$ cat src/rtl/eeg_aram_bank_rsp.sv
// eeg_aram_bank_rsp: bank-end responder of the ARAM address/data protocol.
// Sits between the router's AARB_* read channel and one activation SRAM bank
// (single-port, 1-cycle read latency). The loader write port shares the SRAM
// and always wins over reads. Read data returns in order, tagged with the LST
// bit of its address, through a small output FIFO protected by read credits.
module eeg_aram_bank_rsp #(
  parameter int ARAM_ADD_AW = 12,
  parameter int ARAM_DAT_DW = 4,
  parameter int RSP_BUF_AW  = 2
) (
  input  logic                   clk,
  input  logic                   rst_n,
  // loader write port
  input  logic                   ARAM_WR_VLD,
  output logic                   ARAM_WR_RDY,
  input  logic [ARAM_ADD_AW-1:0] ARAM_WR_ADD,
  input  logic [ARAM_DAT_DW-1:0] ARAM_WR_DAT,
  // read address channel
  input  logic                   AARB_ADD_VLD,
  input  logic                   AARB_ADD_LST,
  output logic                   AARB_ADD_RDY,
  input  logic [ARAM_ADD_AW-1:0] AARB_ADD_ADD,
  // read data channel
  output logic                   AARB_DAT_VLD,
  output logic                   AARB_DAT_LST,
  input  logic                   AARB_DAT_RDY,
  output logic [ARAM_DAT_DW-1:0] AARB_DAT_DAT,
  // SRAM macro side
  output logic                   SRAM_CEN,
  output logic                   SRAM_WEN,
  output logic [ARAM_ADD_AW-1:0] SRAM_ADD,
  output logic [ARAM_DAT_DW-1:0] SRAM_DIN,
  input  logic [ARAM_DAT_DW-1:0] SRAM_DOUT,
  // outstanding reads (in flight + buffered)
  output logic [RSP_BUF_AW:0]    RSP_OCC
);

  localparam int DEPTH = 1 << RSP_BUF_AW;
  localparam int OW    = RSP_BUF_AW + 1;

  // one buffered response word: LST tag plus data
  typedef struct packed {
    logic                   lst;
    logic [ARAM_DAT_DW-1:0] dat;
  } rsp_t;

  logic                  alive_q;
  logic                  inflight_q;
  logic                  lst_q;
  logic [OW-1:0]         occ_q, occ_d;
  logic [OW-1:0]         cnt_q, cnt_d;
  logic [RSP_BUF_AW-1:0] wptr_q, wptr_d;
  logic [RSP_BUF_AW-1:0] rptr_q, rptr_d;
  rsp_t                  mem_q [DEPTH];
  rsp_t                  head;

  logic wr_ena, add_rdy, add_ena, push, pop, fifo_empty, fifo_full;

  // alive_q drops asynchronously with reset, so both ready outputs and the
  // SRAM enables fall to their idle values the moment rst_n goes low
  always_ff @(posedge clk or negedge rst_n) begin
    if (!rst_n) alive_q <= 1'b0;
    else        alive_q <= 1'b1;
  end

  assign ARAM_WR_RDY = alive_q;
  assign wr_ena      = ARAM_WR_VLD & alive_q;

  // Read credit comes only from registered occupancy: a pop this cycle frees
  // its slot next cycle, which keeps ADD_RDY off the DAT_RDY combinational path.
  // A write request steals the single SRAM port, so it blocks the read.
  assign add_rdy      = alive_q & ~ARAM_WR_VLD & (occ_q < OW'(DEPTH));
  assign add_ena      = AARB_ADD_VLD & add_rdy;
  assign AARB_ADD_RDY = add_rdy;

  // SRAM port mux: write has priority, otherwise an accepted read, else idle
  always_comb begin
    SRAM_CEN = 1'b1;
    SRAM_WEN = 1'b1;
    SRAM_ADD = AARB_ADD_ADD;
    SRAM_DIN = ARAM_WR_DAT;
    if (wr_ena) begin
      SRAM_CEN = 1'b0;
      SRAM_WEN = 1'b0;
      SRAM_ADD = ARAM_WR_ADD;
    end else if (add_ena) begin
      SRAM_CEN = 1'b0;
    end
  end

  // track the read whose data comes out of the SRAM next cycle, with its LST tag
  always_ff @(posedge clk or negedge rst_n) begin
    if (!rst_n) begin
      inflight_q <= 1'b0;
      lst_q      <= 1'b0;
    end else begin
      inflight_q <= add_ena;
      if (add_ena) lst_q <= AARB_ADD_LST;
    end
  end

  // FIFO status and handshakes; SRAM output is captured only, never bypassed
  assign fifo_empty = (cnt_q == '0);
  assign fifo_full  = (cnt_q == OW'(DEPTH));
  assign push       = inflight_q;
  assign pop        = ~fifo_empty & AARB_DAT_RDY;
  assign head       = mem_q[rptr_q];

  assign AARB_DAT_VLD = ~fifo_empty;
  assign AARB_DAT_DAT = fifo_empty ? '0   : head.dat;
  assign AARB_DAT_LST = fifo_empty ? 1'b0 : head.lst;

  // next-state for pointers, fill count and read credit counter
  always_comb begin
    wptr_d = wptr_q;
    rptr_d = rptr_q;
    if (push) wptr_d = wptr_q + 1'b1;   // power-of-two depth: natural wrap
    if (pop)  rptr_d = rptr_q + 1'b1;
    cnt_d = cnt_q + OW'(push) - OW'(pop);
    occ_d = occ_q + OW'(add_ena) - OW'(pop);
  end

  // pointer / counter registers; reset discards everything in flight or buffered
  always_ff @(posedge clk or negedge rst_n) begin
    if (!rst_n) begin
      wptr_q <= '0;
      rptr_q <= '0;
      cnt_q  <= '0;
      occ_q  <= '0;
    end else begin
      wptr_q <= wptr_d;
      rptr_q <= rptr_d;
      cnt_q  <= cnt_d;
      occ_q  <= occ_d;
    end
  end

  // FIFO storage; contents need no reset since the count masks stale entries
  always_ff @(posedge clk) begin
    if (push) mem_q[wptr_q] <= '{lst: lst_q, dat: SRAM_DOUT};
  end

  assign RSP_OCC = occ_q;

  // credit must make an overflowing push impossible, and the credit counter
  // must always equal the in-flight read plus buffered words
  always_ff @(posedge clk) begin
    if (rst_n) begin
      assert (!(push && fifo_full && !pop));
      assert (occ_q == cnt_q + OW'(inflight_q));
    end
  end

endmodule

$ cat config.mk
export PLATFORM = sky130hd
export DESIGN_NAME = eeg_aram_bank_rsp
export DESIGN_NICKNAME = d
export VERILOG_FILES = /design/src/rtl/eeg_aram_bank_rsp.sv
export SDC_FILE = /design/constraint.sdc
export NUM_CORES = 1
export LEC_CHECK = 0
export CORE_MARGIN = 8
export CORE_UTILIZATION = 42
export CTS_CLUSTER_DIAMETER = 40
export DETAILED_ROUTE_END_ITERATION = 8
export GPL_ROUTABILITY_DRIVEN = 0
export PLACE_DENSITY_LB_ADDON = 0.1
export RECOVER_POWER = 25
export SLEW_MARGIN = 40
export SYNTH_ARGS = -nofsm -noshare
export SYNTH_HDL_FRONTEND = slang
export SYNTH_SLANG_ARGS = --single-unit
export TNS_END_PERCENT = 10
$ cat constraint.sdc
create_clock -name clk -period 2.2 [get_ports clk]
set_input_delay 0.22 -clock clk [delete_from_list [all_inputs] [get_ports clk]]
set_output_delay 0.22 -clock clk [all_outputs]
set_load 0.01 [all_outputs]
==> results.txt <==
Tally of unique sky130hd cells used after synthesis = 23
Final setup violation count = 0
Critical path class = flip-flop to output pin
Fraction of area in clock buffers and inverters = 3.49%
Max reg flops = 20
Commonest register cell after synthesis = sky130_fd_sc_hd__edfxtp_1
Max-Slew Margin vs Limit = 62.8%
Syn Nets = 153
Depth of the most critical reg-to-reg path = 9
Crit path from = rptr_q[0]$_DFFE_PN0P_
Register with the most flip-flops = mem_q
Shortest clock period the worst path allows after layout = 2.13 ns
H-Tree Level Count = 2
Logic inverters = 11
Switching power = 731 µW
Maximum number of pins on one net before global-route repair = 14
DRT Pass-1 Iters = 4
Most repeated cell in the gate-level netlist after synthesis = sky130_fd_sc_hd__edfxtp_1
Number of instances resized during post-cts repair = 2
Combinational gates = 54
Worst clock skew = 0.00283 ns
Vias/cell = 4.76
Logic cell area = 609 µm²
DRC Markers = 0
Post-synth seq share = 57.9%
Internal cell power = 1640 µW
Detailed placer's ending HPWL = 2.99 mm
Critical register-to-register path endpoint = RSP_OCC[2]$_DFF_PN0_
Worst r2r src = cnt_q[1]$_DFF_PN0_
FF-to-FF setup slack = 0.14 ns
Startpoint types = flip-flop
Deepest clock path buffer count = 2
Chip width = 77.7 µm
Number of global-route vias before repair = 1243
Worst setup margin = 0.0700 ns
Core Box Area = 3660 µm²
Proportion of power drawn by combinational gates = 42.0%
Total overflow reported by the global router = 0
Total count of hold-check failures in the final report = 0
Run status = finished clean
Largest incremental delay on the critical path = 0.51 ns
Post-synth EDFFs = 20
Number of DRC markers after the initial detailed-route iteration = 28
Clock net sink count = 33
Largest type area fraction = 37.6%
Total of plain and repair buffers excluding clock buffers = 65
Placed Instance Area = 2250 µm²
Portion of total power attributed to the clock network = 17.5%
Share of final-layout standard cells stronger than drive strength 1 = 22.8%
Tap cell count = 48
Chip Area, Yosys = 1600 µm²
Leading area contributor after synthesis = sky130_fd_sc_hd__edfxtp_1
Power in the clock group = 416 µW
Setup bufs post-CTS = 0
Post-cts hold buffer count = 0
Logic depth of the worst setup path including buffers = 3
Termination of the worst setup path = AARB_DAT_LST
Crit-path slowest cell = sky130_fd_sc_hd__mux4_2
Maximum ir drop on the vdd rail = 0.000356 V
Via Count = 1043
Total number of sequential cells = 33
Most frequent cells in the layout = sky130_fd_sc_hd__clkdlybuf4s50_1, sky130_fd_sc_hd__edfxtp_1, sky130_fd_sc_hd__mux2_2
CP bufs+invs = 1
Most common library cells after synthesis = sky130_fd_sc_hd__edfxtp_1, sky130_fd_sc_hd__dfrtp_1, sky130_fd_sc_hd__mux2_2
Peak clock frequency supported by timing = 469 MHz
Max-Cap Viols = 0
Number of warnings reported in the yosys synthesis log = 0
Total negative slack for setup checks = 0 ns
Largest cells by area after synthesis = sky130_fd_sc_hd__edfxtp_1, sky130_fd_sc_hd__dfrtp_1, sky130_fd_sc_hd__mux2_2
Cell chain of the critical path = mux4_2 -> and2_1 -> clkdlybuf4s50_1
Site row count = 22
Tally of nets with antenna violations remaining after routing = 0
Drt total wl = 3.62 mm
Share of synthesized registers carrying an async set or reset = 39.4%
Top power consumer group = combinational cells
First-pass GRT wire length = 5.91 mm
Sequential portion of the cell area = 39.1%
Count of instantiated cells in the yosys netlist = 105
Proportion of final cell area spent on non-clock buffers = 27.4%
Root buf cell = sky130_fd_sc_hd__clkbuf_8
Ys flops = 33
Area Overhead vs Synth = 48.2%
CTS tree = done
P_seq = 960 µW
Total number of nets in the final design = 218
Combinational power = 997 µW
Worst slack, placed = -0.137 ns
Sequential Power Share = 40.5%
Ant diodes = 0
Clock transition time at the flip-flop clock pins of the worst setup and hold paths = 0.06 ns
Number of max-slew violations in the final report = 0
Sequential cell area = 927 µm²
Core Density at Floorplan = 43.6%
Post-synthesis area per instance = 15.2 µm²
Clock buffers = 6
Biggest fanout along the worst timing path = 6
Net Sw Frac = 30.8%
Number of clock buffers inserted by TritonCTS = 5
Worst hold slack = 0.299 ns
Data arrival time of the critical path = 1.91 ns
Critical Path RT = 1.98 ns
Overall power = 2370 µW
Path class of the lowest-slack min-delay path = primary input to asynchronous set/reset pin
Total tool warning count = 29
Setup repair after global routing missed its margin = no
Number of filler instances in the final layout = 280
Post-Synthesis Cell Area = 1600 µm²
Leakage component of the power = 0.000934 µW
Latest clock arrival within the worst-skew pair = 0.28 ns
Largest cell class = sequential cells
Kind of cell adding the most delay to the critical path = multiplexers
Overall die area = 6030 µm²
Count of input and output buffers = 58
Power per Cell Area = 1000 nW/µm²
CP endpoint kind = output pin
Post-Layout Inst Area = 2370 µm²
Chip height = 77.7 µm
I/O pin count = 67
Placed Instances = 210
Number of standard cells after synthesis = 105
Crit share post-route = 96.8%
Worst Tran Pin Value = 0.556 ns
Number of antenna violations at the first check in global routing = 0
## per-layer routing
metal / share of wire, % / GRT usage [%] / vias up / wire (µm)
met5: 0 / 0 / - / 0
met1: 34 / 11.8 / 492 / 1230
met3: 14 / 9.45 / 6 / 525
met2: 50 / 21.4 / 55 / 1810
li1: - / - / 490 / -
met4: 1.7 / 5.09 / 0 / 61
## cell families after synthesis
kind of cell	Yosys count	share of synthesized area [%]
AND/OR/NAND/NOR	14	5.64
buffers and inverters	18	5.72
AND-OR/OR-AND	4	1.64
other	1	0.235
adder cells (fa/ha/maj)	10	8.77
XOR/XNOR	7	3.84
multiplexers	18	16.2
flip-flops	33	57.9
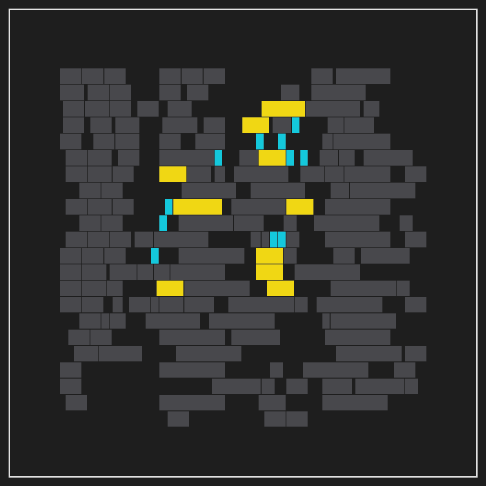
logic_types.png
Scale: 6 px per µm.
colour	family	cells	most used
yellow	adder and majority cells	10	ha_1
cyan	inverters	11	inv_1
Post-Layout Cell Count: 219
most frequently placed logic cell in the final layout: sky130_fd_sc_hd__clkdlybuf4s50_1
Comb/total area: 25.7%

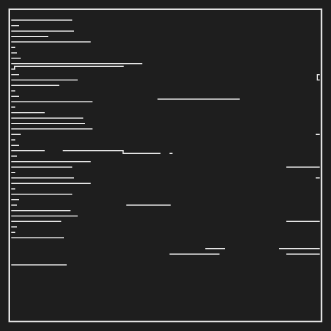
layer_met3.png
Scale: 4 px per µm.
longest straight run	32.4 µm
nets with wire on the layer	51
main direction	horizontal
wire length on this layer	526 µm

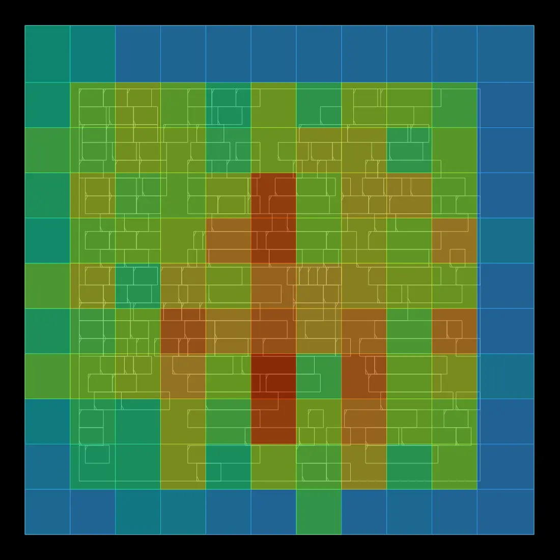
congestion.png
detailed-route wire length per cell: 16.5 µm
utilization of the core after routing: 64.7%
GR Util All Layers: 12.9%

Power figures rest on the tool's default switching activity, not on a simulated workload.
